===== src/rtl/fetch_unit_if.sv =====
// Fetch-unit bus: control strobes and instruction-memory data into the fetch
// stage; PC, IR, decoded fields and status back out.
//   master : control FSM / memory side (drives strobes and imem_data)
//   slave  : fetch_unit side (drives imem_addr, ir, fields, halted, fetch_count)
interface fetch_unit_if #(
  parameter int unsigned ADDR_W  = 16,
  parameter int unsigned INSTR_W = 32,
  parameter int unsigned CNT_W   = 16
) ();

  logic               pc_rst;
  logic               pc_write;
  logic               pc_sel;
  logic               br_sel;
  logic               ir_load;
  logic [INSTR_W-1:0] imem_data;
  logic [ADDR_W-1:0]  imem_addr;
  logic [INSTR_W-1:0] ir;
  logic [3:0]         opcode;
  logic [3:0]         mm;
  logic [3:0]         rd;
  logic [3:0]         rs;
  logic [3:0]         rt;
  logic [15:0]        imm;
  logic               halted;
  logic [CNT_W-1:0]   fetch_count;

  modport master (
    output pc_rst, pc_write, pc_sel, br_sel, ir_load, imem_data,
    input  imem_addr, ir, opcode, mm, rd, rs, rt, imm, halted, fetch_count
  );

  modport slave (
    input  pc_rst, pc_write, pc_sel, br_sel, ir_load, imem_data,
    output imem_addr, ir, opcode, mm, rd, rs, rt, imm, halted, fetch_count
  );

endinterface


===== src/rtl/fetch_unit.sv =====
// Instruction-fetch stage: program counter, instruction register, branch-target
// computation and IR field decode. Acts only on strobes from the control FSM.
// Ports:
//   clk   : system clock, rising edge
//   rst_f : asynchronous active-low reset
//   bus   : fetch_unit_if.slave -- strobes/imem_data in; imem_addr (=PC), ir,
//           opcode/mm/rd/rs/rt/imm fields, halted, fetch_count out
module fetch_unit #(
  parameter int unsigned ADDR_W  = 16,
  parameter int unsigned INSTR_W = 32,
  parameter int unsigned CNT_W   = 16
) (
  input  logic          clk,
  input  logic          rst_f,
  fetch_unit_if.slave   bus
);

  localparam logic [3:0] OpHlt = 4'hF;

  logic [ADDR_W-1:0]  pc_q, pc_d;
  logic [INSTR_W-1:0] ir_q, ir_d;
  logic               halted_q, halted_d;
  logic [CNT_W-1:0]   cnt_q, cnt_d;

  logic [15:0]        imm;
  logic [ADDR_W-1:0]  tgt_abs;
  logic [ADDR_W-1:0]  tgt_rel;

  assign imm     = ir_q[15:0];
  // Absolute target zero-extends/truncates; relative offset sign-extends.
  assign tgt_abs = ADDR_W'(imm);
  assign tgt_rel = pc_q + ADDR_W'($signed(imm));

  always_comb begin
    pc_d     = pc_q;
    ir_d     = ir_q;
    halted_d = halted_q;
    cnt_d    = cnt_q;

    // pc_rst outranks the halt latch so ctrl can always rewind the PC.
    if (bus.pc_rst) begin
      pc_d = '0;
    end else if (!halted_q && bus.pc_write) begin
      if (!bus.pc_sel) begin
        pc_d = pc_q + ADDR_W'(1);
      end else if (bus.br_sel) begin
        pc_d = tgt_abs;
      end else begin
        pc_d = tgt_rel;
      end
    end

    // IR captures the word at the pre-edge PC, even when PC advances on the same edge.
    if (bus.ir_load && !halted_q) begin
      ir_d = bus.imem_data;
      if (cnt_q != '1) begin
        cnt_d = cnt_q + CNT_W'(1);
      end
      if (bus.imem_data[31:28] == OpHlt) begin
        halted_d = 1'b1;
      end
    end
  end

  always_ff @(posedge clk or negedge rst_f) begin
    if (!rst_f) begin
      pc_q     <= '0;
      ir_q     <= '0;
      halted_q <= 1'b0;
      cnt_q    <= '0;
    end else begin
      pc_q     <= pc_d;
      ir_q     <= ir_d;
      halted_q <= halted_d;
      cnt_q    <= cnt_d;
    end
  end

  assign bus.imem_addr   = pc_q;
  assign bus.ir          = ir_q;
  assign bus.opcode      = ir_q[31:28];
  assign bus.mm          = ir_q[27:24];
  assign bus.rd          = ir_q[23:20];
  assign bus.rs          = ir_q[19:16];
  assign bus.rt          = ir_q[15:12];
  assign bus.imm         = imm;
  assign bus.halted      = halted_q;
  assign bus.fetch_count = cnt_q;

endmodule


===== src/flat_wrapper.sv =====
// flat-port wrapper written by rule: the top's interface ports become plain ports
module fetch_unit_flat 
#(
  parameter int unsigned ADDR_W  = 16,
  parameter int unsigned INSTR_W = 32,
  parameter int unsigned CNT_W   = 16
)
  (clk, rst_f, bus_pc_rst, bus_pc_write, bus_pc_sel, bus_br_sel, bus_ir_load, bus_imem_data, bus_imem_addr, bus_ir, bus_opcode, bus_mm, bus_rd, bus_rs, bus_rt, bus_imm, bus_halted, bus_fetch_count);
  fetch_unit_if #(.ADDR_W(ADDR_W), .INSTR_W(INSTR_W), .CNT_W(CNT_W)) bus_i ();
  input  logic clk;
  input  logic rst_f;
  input wire logic [$bits(bus_i.pc_rst)-1:0] bus_pc_rst;
  input wire logic [$bits(bus_i.pc_write)-1:0] bus_pc_write;
  input wire logic [$bits(bus_i.pc_sel)-1:0] bus_pc_sel;
  input wire logic [$bits(bus_i.br_sel)-1:0] bus_br_sel;
  input wire logic [$bits(bus_i.ir_load)-1:0] bus_ir_load;
  input wire logic [$bits(bus_i.imem_data)-1:0] bus_imem_data;
  output wire logic [$bits(bus_i.imem_addr)-1:0] bus_imem_addr;
  output wire logic [$bits(bus_i.ir)-1:0] bus_ir;
  output wire logic [$bits(bus_i.opcode)-1:0] bus_opcode;
  output wire logic [$bits(bus_i.mm)-1:0] bus_mm;
  output wire logic [$bits(bus_i.rd)-1:0] bus_rd;
  output wire logic [$bits(bus_i.rs)-1:0] bus_rs;
  output wire logic [$bits(bus_i.rt)-1:0] bus_rt;
  output wire logic [$bits(bus_i.imm)-1:0] bus_imm;
  output wire logic [$bits(bus_i.halted)-1:0] bus_halted;
  output wire logic [$bits(bus_i.fetch_count)-1:0] bus_fetch_count;
  assign bus_i.pc_rst = bus_pc_rst;
  assign bus_i.pc_write = bus_pc_write;
  assign bus_i.pc_sel = bus_pc_sel;
  assign bus_i.br_sel = bus_br_sel;
  assign bus_i.ir_load = bus_ir_load;
  assign bus_i.imem_data = bus_imem_data;
  assign bus_imem_addr = bus_i.imem_addr;
  assign bus_ir = bus_i.ir;
  assign bus_opcode = bus_i.opcode;
  assign bus_mm = bus_i.mm;
  assign bus_rd = bus_i.rd;
  assign bus_rs = bus_i.rs;
  assign bus_rt = bus_i.rt;
  assign bus_imm = bus_i.imm;
  assign bus_halted = bus_i.halted;
  assign bus_fetch_count = bus_i.fetch_count;
  fetch_unit #(.ADDR_W(ADDR_W), .INSTR_W(INSTR_W), .CNT_W(CNT_W)) u_core (.clk(clk), .rst_f(rst_f), .bus(bus_i));
endmodule

===== config.mk =====
export PLATFORM = sky130hd
export DESIGN_NAME = fetch_unit_flat
export DESIGN_NICKNAME = d
export VERILOG_FILES = /design/src/rtl/fetch_unit_if.sv /design/src/rtl/fetch_unit.sv /design/src/flat_wrapper.sv
export SDC_FILE = /design/constraint.sdc
export NUM_CORES = 1
export LEC_CHECK = 0
export CORE_UTILIZATION = 42
export DETAILED_ROUTE_END_ITERATION = 10
export GPL_ROUTABILITY_DRIVEN = 0
export HOLD_SLACK_MARGIN = 0.03
export PLACE_DENSITY_LB_ADDON = 0.3
export SYNTH_ARGS = -nofsm -noshare
export SYNTH_HDL_FRONTEND = slang
export SYNTH_SLANG_ARGS = --single-unit

===== constraint.sdc =====
create_clock -name clk -period 2.8 [get_ports clk]
set_clock_uncertainty 0.05 [all_clocks]
set_input_delay 0.84 -clock clk [delete_from_list [all_inputs] [get_ports clk]]
set_output_delay 0.84 -clock clk [all_outputs]
set_load 0.02 [all_outputs]

Run 1, placement view:
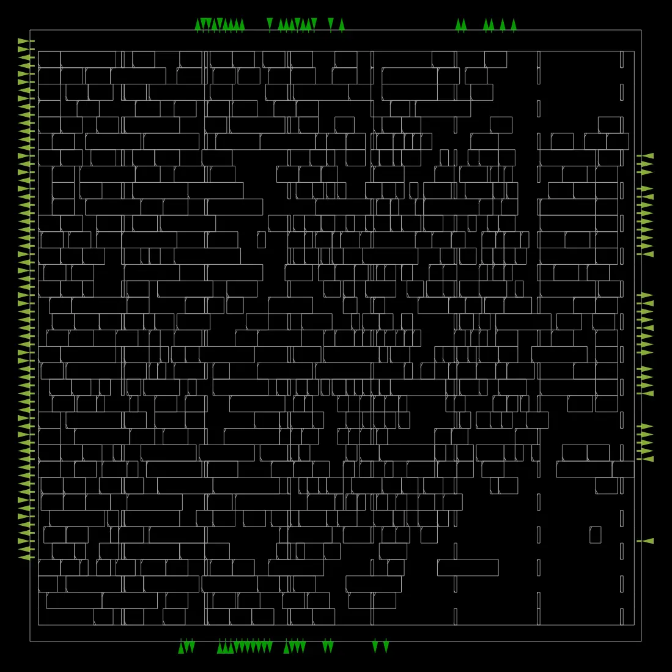
num tapcells: 129
sequential cells: 65
# rows: 35

Run 1, placed cells, one colour a class:
Fill, decap, tap and diode cells in grey.
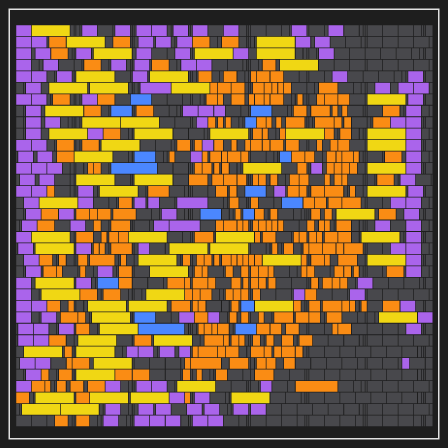
| class | colour | cells | share of their area |
|---|---|---|---|
| other buffers and delay cells | purple | 156 | 28% |
| flip-flops | yellow | 65 | 29% |
| clock drivers and dummy loads | blue | 16 | 4.1% |
| all other logic | orange | 317 | 39% |

Run 1, layout detail:
Bar = 20 µm. Region (0, 0) to (50, 50) µm. Cells in grey, sequential cells in the stronger grey; small squares are vias.
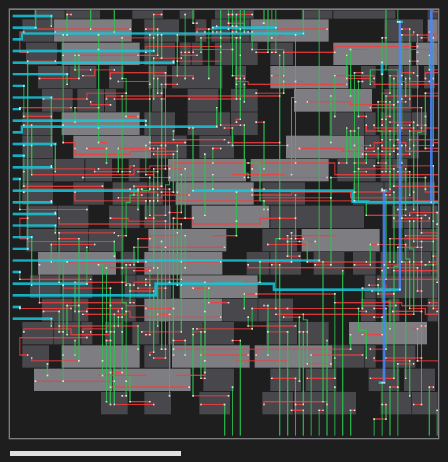
| layer | colour |
|---|---|
| met3 | cyan |
| met2 | green |
| met1 | red |
| met4 | blue |
netlist names of flops here include: u_core.bus.fetch_count (13), u_core.bus.ir (9), u_core.bus.imem_addr (3)
most frequent: clkdlybuf4s50_1 (41), dfrtp_1 (25), nand2_1 (12)
sequential cells in the window: 25
cells with their middle in the window: 144

Run 1, where the registers sit:
Other sequential cells in the stronger grey, the rest of the logic in the fainter grey.
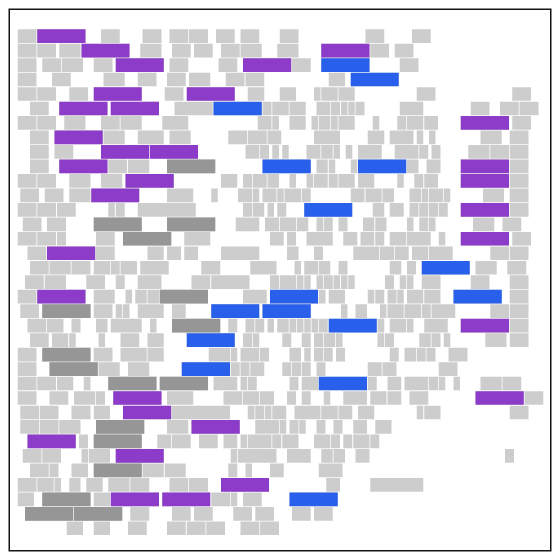
| signal | colour | placed flops |
|---|---|---|
| u_core.bus.ir | purple | 32 |
| u_core.bus.imem_addr | blue | 16 |
not coloured: 17

==> reports/summary.txt, run 1 <==
Status = completed
Syn Area/Cell = 9.62 µm²
Clk latency late pin = 350 ps
Worst hold endpoint = u_core.bus.fetch_count[15]
Area grow syn2layout = 39.2%
Max-Cap Viols = 0
Max-slew violation count = 0
Largest net degree at the start of global routing = 32
Register share after synthesis = 39.1%
Cts repair resizes = 0
Synth cell count leaders = 65 x dfrtp_1, 46 x nand2_1, 36 x buf_4
CP Capture Point = u_core.bus.imem_addr[12]
Reg2Reg Depth = 10
Vias in the first global route = 3,555
Area share, top type = 39.1%
Synth async-reset ratio = 100%
Relative slew slack = 47.7%
Final Total Pwr = 2.29 mW
Synth flops = 65
RR Startpoint = u_core.bus.ir[0]
Design area = 5780 µm²
Final setup vio count = 0
Grt ovf = 0
DR iter-0 viols = 206
Synth Flop Type = dfrtp_1
First-pass GRT wire length = 17,300 µm
Gate Count Post-Synth = 432
Yosys cell count = 432
Final hold violations = 0
Drt drc = 0
P per Cell Area = 396 nW/µm²
Worst Tran Pin Value = 784 ps
CP arrival = 2790 ps
Critical Path Start = u_core.bus.ir[0]
Max IR drop VDD = 0.250 mV
Synth Net Count = 489
Boundary Pins = 140
Syn Std Cell Area = 4160 µm²
Die area = 10,300 µm²
# diodes = 0
Yosys warns = 0
Clock slew at reported path FFs = 80 ps
Die height = 101 µm
Clk buf depth = 2
Post-DP Area = 5550 µm²
run 1: critical path, stage by stage, from the launching register on:
cell and delay (ps):
dfrtp_1 450, ha_1 250, inv_1 70, fa_1 430, nor2b_1 170, o221ai_1 130, a21oi_1 270, nor4_1 80
o311ai_0 300, o311ai_0 180, nand2_1 100
run 1: cells by family after synthesis:
| kind of cell | synth area share, % |
|---|---|
| adders and majority gates | 5.60 |
| xor gates and xnor gates | 6.32 |
| and+or+nand+nor | 15.5 |
| AOI/OAI and AO/OA | 15.1 |
| muxes | 9.52 |
| buffers and inverters | 8.82 |
| DFF | 39.1 |
run 1: registers in the layout (all words and copies together) (netlist names):
register,cells
u_core.bus.ir,32
u_core.bus.fetch_count,16
u_core.bus.imem_addr,16
u_core.bus.halted,1
run 1: metal layers:
| metal | share of wire (%) | vias up | global-route usage [%] |
|---|---|---|---|
| met5 | 0 | - | 0 |
| li1 | - | 1754 | - |
| met3 | 8.4 | 9 | 6.28 |
| met1 | 45 | 1750 | 28.5 |
| met4 | 0.96 | 0 | 6.80 |
| met2 | 46 | 164 | 34.5 |
run 1: placed cells by master, fill, tap and decap left out, types with 3 or more instances in the layout:
| master | Yosys | routed |
|---|---|---|
| a21oi_1 | 26 | 25 |
| clkbuf_8 | 0 | 10 |
| o211ai_1 | 4 | 4 |
| nand4_1 | 8 | 8 |
| and3_1 | 3 | 3 |
| nor3_1 | 8 | 8 |
| nor4_1 | 3 | 3 |
| a21o_1 | 4 | 4 |
| clkdlybuf4s50_1 | 0 | 138 |
| xnor2_1 | 18 | 18 |
| nor2_1 | 21 | 21 |
| dfrtp_1 | 65 | 65 |
| nand3_1 | 14 | 14 |
| o21ai_0 | 29 | 29 |
| buf_12 | 0 | 3 |
| buf_4 | 36 | 14 |
| o22ai_1 | 4 | 4 |
| clkinvlp_4 | 0 | 3 |
| o21bai_1 | 3 | 3 |
| o221ai_1 | 6 | 6 |
| nand2b_1 | 3 | 3 |
| xor2_1 | 12 | 12 |
| nand2_1 | 46 | 46 |
| a211oi_1 | 4 | 4 |
| mux2_2 | 32 | 32 |
| ha_1 | 17 | 17 |
| inv_1 | 11 | 11 |
run 1: through the flow:
stage	utilization (%)	setup slack [ps]	hold WS, ps
2_1_floorplan	-	503	494
3_3_place_gp	59.0	132	435
3_5_place_dp	59.0	14.1	440
4_1_cts	61.4	219	458
5_1_grt	61.4	39.6	486
6_report	61.4	239	454
run 1: area by class of cell:
class	instances	area [µm²]
Timing Repair Buffer	156	1550
Inverter	11	41.3
Clock buffer	10	138
Multi-Input combinational cell	306	2170
Tap cell	129	161
Clock inverter	6	91.3
Fill cell	807	3630
Sequential cell	65	1630
run 1: power breakdown:
part,switching [mW],leakage [nW],internal (mW)
combinational,0.171,1.43,0.188
clock,0.412,0.105,0.527
sequential,0.0283,0.864,0.962
Run 1, signal metal coverage by tile:
Bar = 20 µm. The die is cut into 20 by 20 equal tiles; black is low, pale yellow is high, scaled to the fullest tile. Values are wire area over tile area, all layers added.
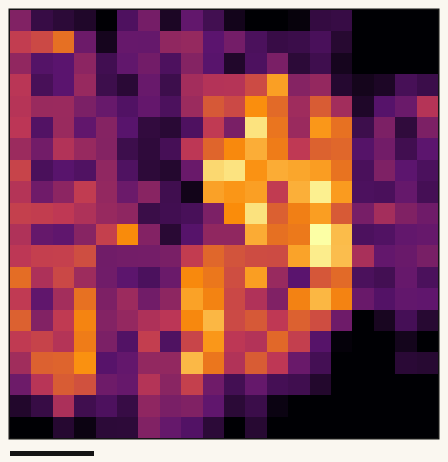

--- run 2 (diff from run 1) ---
clock period = 2.2 ns   (was 2.8 ns; I/O delays follow)
Run 2, signal metal coverage by tile:
Bar = 20 µm. The die is cut into 20 by 20 equal tiles; black is low, pale yellow is high, scaled to the fullest tile. Values are wire area over tile area, all layers added.
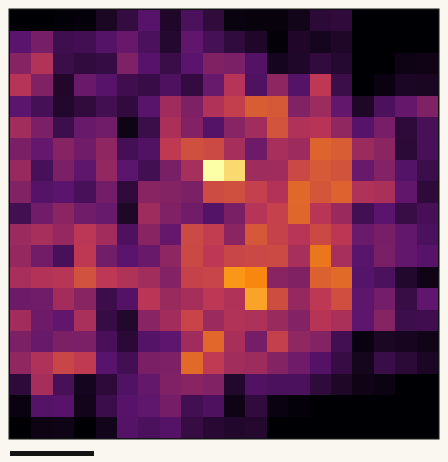
densest ninth of the die: centre
emptiest ninth of the die: lower right
tiles over half the peak: 13%
fullest tile: 0.67
mean over tiles: 0.19
Total GRT Usage: 24.6%
final WL: 12,300 µm
via total after detailed routing: 3,975

==> reports/summary.txt, run 2 <==
Status = finished, violations left
Failing checks = setup timing
Reg2Reg Depth = 10
Logic pwr share = 17.5%
Final hold violations = 0
Synth async-reset ratio = 100%
Syn Area/Cell = 9.62 µm²
Synth flops = 65
CP arrival = 2460 ps
Clock Power Share = 39.7%
Clk buf depth = 2
Area share, top type = 39.1%
Hold Slack = 231 ps
DR iter-0 viols = 275
Die area = 10,300 µm²
Drt wl/cell = 16.6 µm
Clk latency late pin = 340 ps
Worst Tran Pin Value = 511 ps
Max IR drop VDD = 0.363 mV
Largest net degree at the start of global routing = 29
Die height = 101 µm
Final core occ = 69.3%
CP Capture Type = flip-flop
Die Wd = 101 µm
Commonest Layout Cell = clkdlybuf4s50_1
Comb area = 2410 µm²
Vias per cell = 5.37
Hold-fix buffers at CTS = 0
Top cells, area = dfrtp_1 39%, mux2_2 8.7%, buf_4 6.5%, ha_1 5.1%, nand2_1 4.2%
Yosys top cell by instances = dfrtp_1
Design area = 6530 µm²
Most frequent cells in the layout = 96 x clkdlybuf4s50_1, 69 x buf_4, 61 x dfrtp_1
Crit path time final = 2250 ps
Relative slew slack = 65.9%
Area grow syn2layout = 57.1%
Worst setup path class = reg2reg
RR Startpoint = u_core.bus.imem_addr[0]
# rows = 35
P_sw = 0.773 mW
Max-Cap Viols = 0
Final setup vio count = 4
CP Capture Point = u_core.bus.imem_addr[6]
FF/Latch Area = 1630 µm²
Share of layout cells above drive strength 1 = 28.0%
Fillers = 714
Synth Flop Type = dfrtp_1
Sequential share of power = 42.8%
Critical Path Start = u_core.bus.imem_addr[0]
P_int = 2.17 mW
Drt drc = 0
Final TNS setup = -118 ps
Boundary Pins = 140
P per Cell Area = 451 nW/µm²
Crit path DRT = 2420 ps
Register share after synthesis = 39.1%
Yosys cell count = 432
Max-slew violation count = 0
Pre-CTS WS = -359 ps
Grt ovf = 0
Setup ws final = -47.2 ps
Yosys warns = 0
# diodes = 0
Switching share of power = 26.3%
Syn Std Cell Area = 4160 µm²
CP startpoint kind = flip-flop
Distinct lib cells = 57
Clock slew at reported path FFs = 70 ps
First-pass GRT wire length = 19,500 µm
Synth cell count leaders = 65 x dfrtp_1, 46 x nand2_1, 36 x buf_4
Synth Net Count = 489
Gate Count Post-Synth = 432
CTS sink cnt = 65
Vias in the first global route = 3,883
Post-DP Area = 5950 µm²
Post-synth EDFFs = 0
Max reg flops = 32
Run 2, where the registers sit:
Other sequential cells in the stronger grey, the rest of the logic in the fainter grey.
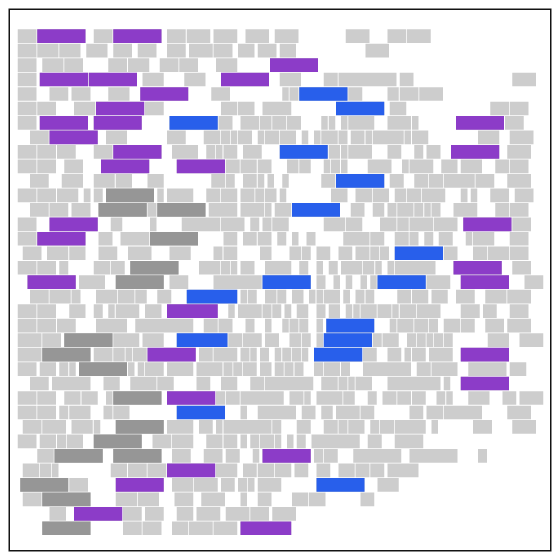
| signal | colour | placed flops |
|---|---|---|
| u_core.bus.imem_addr | blue | 16 |
| u_core.bus.ir | purple | 32 |
not coloured: 17

## run 2: how the worst min path moves through the flow
stage,slack [ps],from,end
CTS,240,rst_f,u_core.bus.ir[4]
finish,230,rst_f,u_core.bus.imem_addr[4]
global route,260,rst_f,u_core.bus.ir[4]
floorplan,310,rst_f,u_core.bus.fetch_count[0]
global placement,430,u_core.bus.fetch_count[9],u_core.bus.fetch_count[9]
detailed placement,440,u_core.bus.fetch_count[9],u_core.bus.fetch_count[9]
## run 2: final cells by class
cell class	count	share of cell area, %
multi-input cells	306	36.9
repair buffers	213	31.5
flip-flops and latches	65	25.0
well taps	129	2.47
clock buffers	10	2.11
clock inverters	6	1.40
inverters	11	0.633
## run 2: kinds of logic after synthesis
kind of cell	count (synthesis)	share of synthesized area, %
AND/OR/NAND/NOR	125	15.5
multiplexers	35	9.52
adder cells (fa/ha/maj)	18	5.60
XOR/XNOR	30	6.32
AND-OR/OR-AND	98	15.1
flip-flops	65	39.1
buffers and inverters	61	8.82
## run 2: per-stage QoR
stage | std cells | power [mW]
after floorplan | 432 | 1.52
after global placement | 720 | 1.77
after detailed placement | 720 | 1.78
after CTS | 737 | 2.96
after global routing | 740 | 3.05
final | 740 | 2.94
## run 2: critical path, cell delays in order, from the launching register on
cell and delay [ps]:
dfrtp_2 390, ha_4 150, inv_2 40, fa_2 370, nand3b_1 240, a21oi_4 240, nor2_1 70, xor2_1 130
o21ai_0 220, a21oi_1 120, o22ai_1 140
## run 2: per-layer routing
metal | vias to the layer above | global-route usage [%] | wire [µm]
met5 | - | 0 | 0
met4 | 0 | 6.24 | 152
met3 | 13 | 5.24 | 848
met2 | 167 | 41.3 | 6000
met1 | 1929 | 32.3 | 5300
li1 | 1866 | - | -
## run 2: what timing repair did
action,in CTS,in global routing
gates resized,39,56
pin swaps,15,24
buffers inserted,1,4
setup endpoints to repair,15,39
## run 2: power groups by stage
stage	registers [mW]	clock network (mW)	logic, mW
5_1_grt	1.26	1.23	0.551
6_report	1.26	1.17	0.515
3_3_place_gp	1.28	0	0.498
3_5_place_dp	1.28	0	0.504
4_1_cts	1.26	1.19	0.510
2_1_floorplan	1.32	0	0.200
Run 2, layout detail:
Bar = 20 µm. Region (0, 0) to (50, 50) µm. Cells in grey, sequential cells in the stronger grey; small squares are vias.
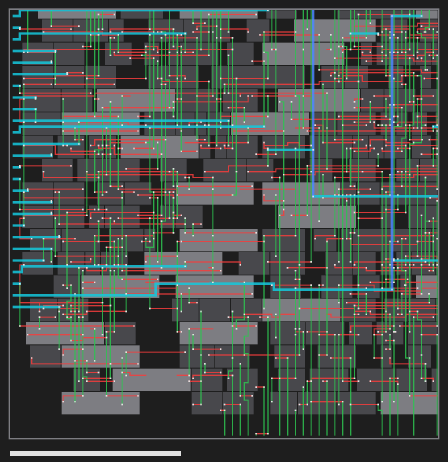

--- run 3 (diff from run 2) ---
SKIP_LAST_GASP = 1   (was unset)
Run 3, layout detail:
Bar = 20 µm. Region (0, 0) to (50, 50) µm. Cells in grey, sequential cells in the stronger grey; small squares are vias.
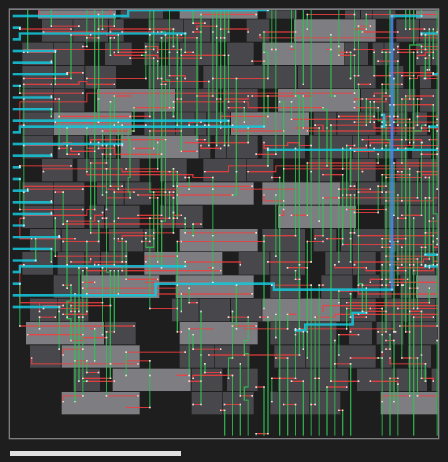

==> reports/summary.txt, run 3 <==
Die Wd = 101 µm
Area share, top type = 39.1%
CTS sink cnt = 65
Clk buf depth = 2
Syn Std Cell Area = 4160 µm²
Yosys cell count = 432
Relative slew slack = 65.9%
Yosys warns = 0
Setup ws final = -35.6 ps
Vias in the first global route = 3,874
Critical path cell sequence = ha_4 -> buf_6 -> o211ai_1 -> a21oi_2 -> a211oi_1 -> a21o_1 -> o31a_1 -> o21ai_1 -> nand2_1
CP bufs+invs = 1
Pre-CTS WS = -359 ps
Layout Cells excl Fill = 741
Status = finished, violations left
Largest net degree at the start of global routing = 29
Synth cell count leaders = 65 x dfrtp_1, 46 x nand2_1, 36 x buf_4
Synth flops = 65
Hold-fix buffers at CTS = 0
Synth Flop Type = dfrtp_1
Post-synth EDFFs = 0
Failing checks = setup timing
Crit path time final = 2240 ps
Max IR drop VDD = 0.364 mV
P_sw = 0.774 mW
# rows = 35
Sequential share of power = 42.7%
Final WL = 12,200 µm
Final setup vio count = 8
Die area = 10,300 µm²
Critical Path Start = u_core.bus.ir[4]
First-pass GRT wire length = 19,500 µm
Distinct lib cells = 57
Yosys top cell by instances = dfrtp_1
Drt wl/cell = 16.5 µm
Register share after synthesis = 39.1%
Boundary Pins = 140
DR iter-0 viols = 210
Commonest Layout Cell = clkdlybuf4s50_1
Switching share of power = 26.3%
Worst setup path class = reg2reg
Largest delay contributor family on the critical path = AND-OR/OR-AND gates
Top cells, area = dfrtp_1 39%, mux2_2 8.7%, buf_4 6.5%, ha_1 5.1%, nand2_1 4.2%
Largest stage delay, worst path = 430 ps
Final Total Pwr = 2.95 mW
Area grow syn2layout = 57.5%
Drt drc = 0
Via total after detailed routing = 4,023
Synth Net Count = 489
Synth async-reset ratio = 100%
Worst Tran Pin Value = 511 ps
P per Cell Area = 450 nW/µm²
Syn Area/Cell = 9.62 µm²
Run 3, placed cells, one colour a class:
Fill, decap, tap and diode cells in grey.
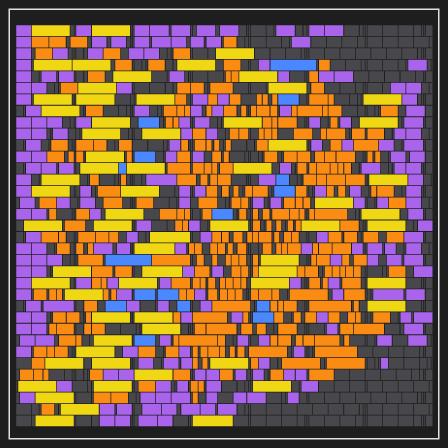
total core area: 9420 µm²
design area: 6550 µm²

==> run 3: cell counts after synthesis <==
Identical to the previous run, type by type.
==> run 3: how the worst min path moves through the flow <==
| stage | start | end | slack, ps | cells after the start |
|---|---|---|---|---|
| final | rst_f | u_core.bus.imem_addr[4] | 230 | 1 |
| after global routing | rst_f | u_core.bus.ir[4] | 260 | 1 |
| after CTS | rst_f | u_core.bus.ir[4] | 240 | 1 |
| after detailed placement | u_core.bus.fetch_count[9] | u_core.bus.fetch_count[9] | 440 | 1 |
| after global placement | u_core.bus.fetch_count[9] | u_core.bus.fetch_count[9] | 430 | 1 |
| after floorplan | rst_f | u_core.bus.fetch_count[0] | 310 | 0 |
==> run 3: cell families after synthesis <==
group	count (synthesis)	synth area share (%)
AOI/OAI and AO/OA	98	15.1
xor gates and xnor gates	30	6.32
adders and majority gates	18	5.60
buffers and inverters	61	8.82
DFF	65	39.1
muxes	35	9.52
and+or+nand+nor	125	15.5
==> run 3: area by class of cell <==
class,count,area [µm²]
Clock inverter,6,91.3
Tap cell,129,161
Sequential cell,65,1630
Clock buffer,10,138
Fill cell,710,2870
Timing Repair Buffer,214,2060
Multi-Input combinational cell,306,2420
Inverter,11,41.3
==> run 3: worst reg2reg max path: stages, from the launching register on <==
cell and delay, ps:
dfrtp_1 430, ha_4 290, buf_6 100, o211ai_1 120, a21oi_2 310, a211oi_1 140
a21o_1 200, o31a_1 290, o21ai_1 140, nand2_1 60
==> run 3: metal layers <==
layer / vias up / global-route usage (%) / share of wire (%)
li1: 1873 / - / -
met2: 195 / 41.2 / 49
met1: 1935 / 32.2 / 42
met4: 0 / 6.13 / 1.6
met3: 20 / 5.24 / 7.4
met5: - / 0 / 0
==> run 3: power by group through the flow <==
| stage | Combinational, mW | Clock, mW | Sequential (mW) |
|---|---|---|---|
| after floorplan | 0.200 | 0 | 1.32 |
| after global placement | 0.498 | 0 | 1.28 |
| after detailed placement | 0.504 | 0 | 1.28 |
| after CTS | 0.511 | 1.19 | 1.26 |
| after global routing | 0.554 | 1.23 | 1.26 |
| final | 0.518 | 1.17 | 1.26 |
==> run 3: metrics by stage <==
stage	util [%]	hold slack (ps)	setup TNS, ps	cell area [µm²]
2_1_floorplan	-	314	0	4160
3_3_place_gp	63.2	434	-1820	5950
3_5_place_dp	63.2	443	-2360	5950
4_1_cts	66.8	241	-203	6290
5_1_grt	69.5	264	-943	6550
6_report	69.5	232	-120	6550
==> run 3: what timing repair did <==
action                                  4_1_cts  5_1_grt
endpoints found under the hold margin         0        0
resized                                      33       56
setup buffers                                 1        5
endpoints found under the setup margin       15       40
pin swaps                                    14       25
Power and IR drop assume default switching activity.
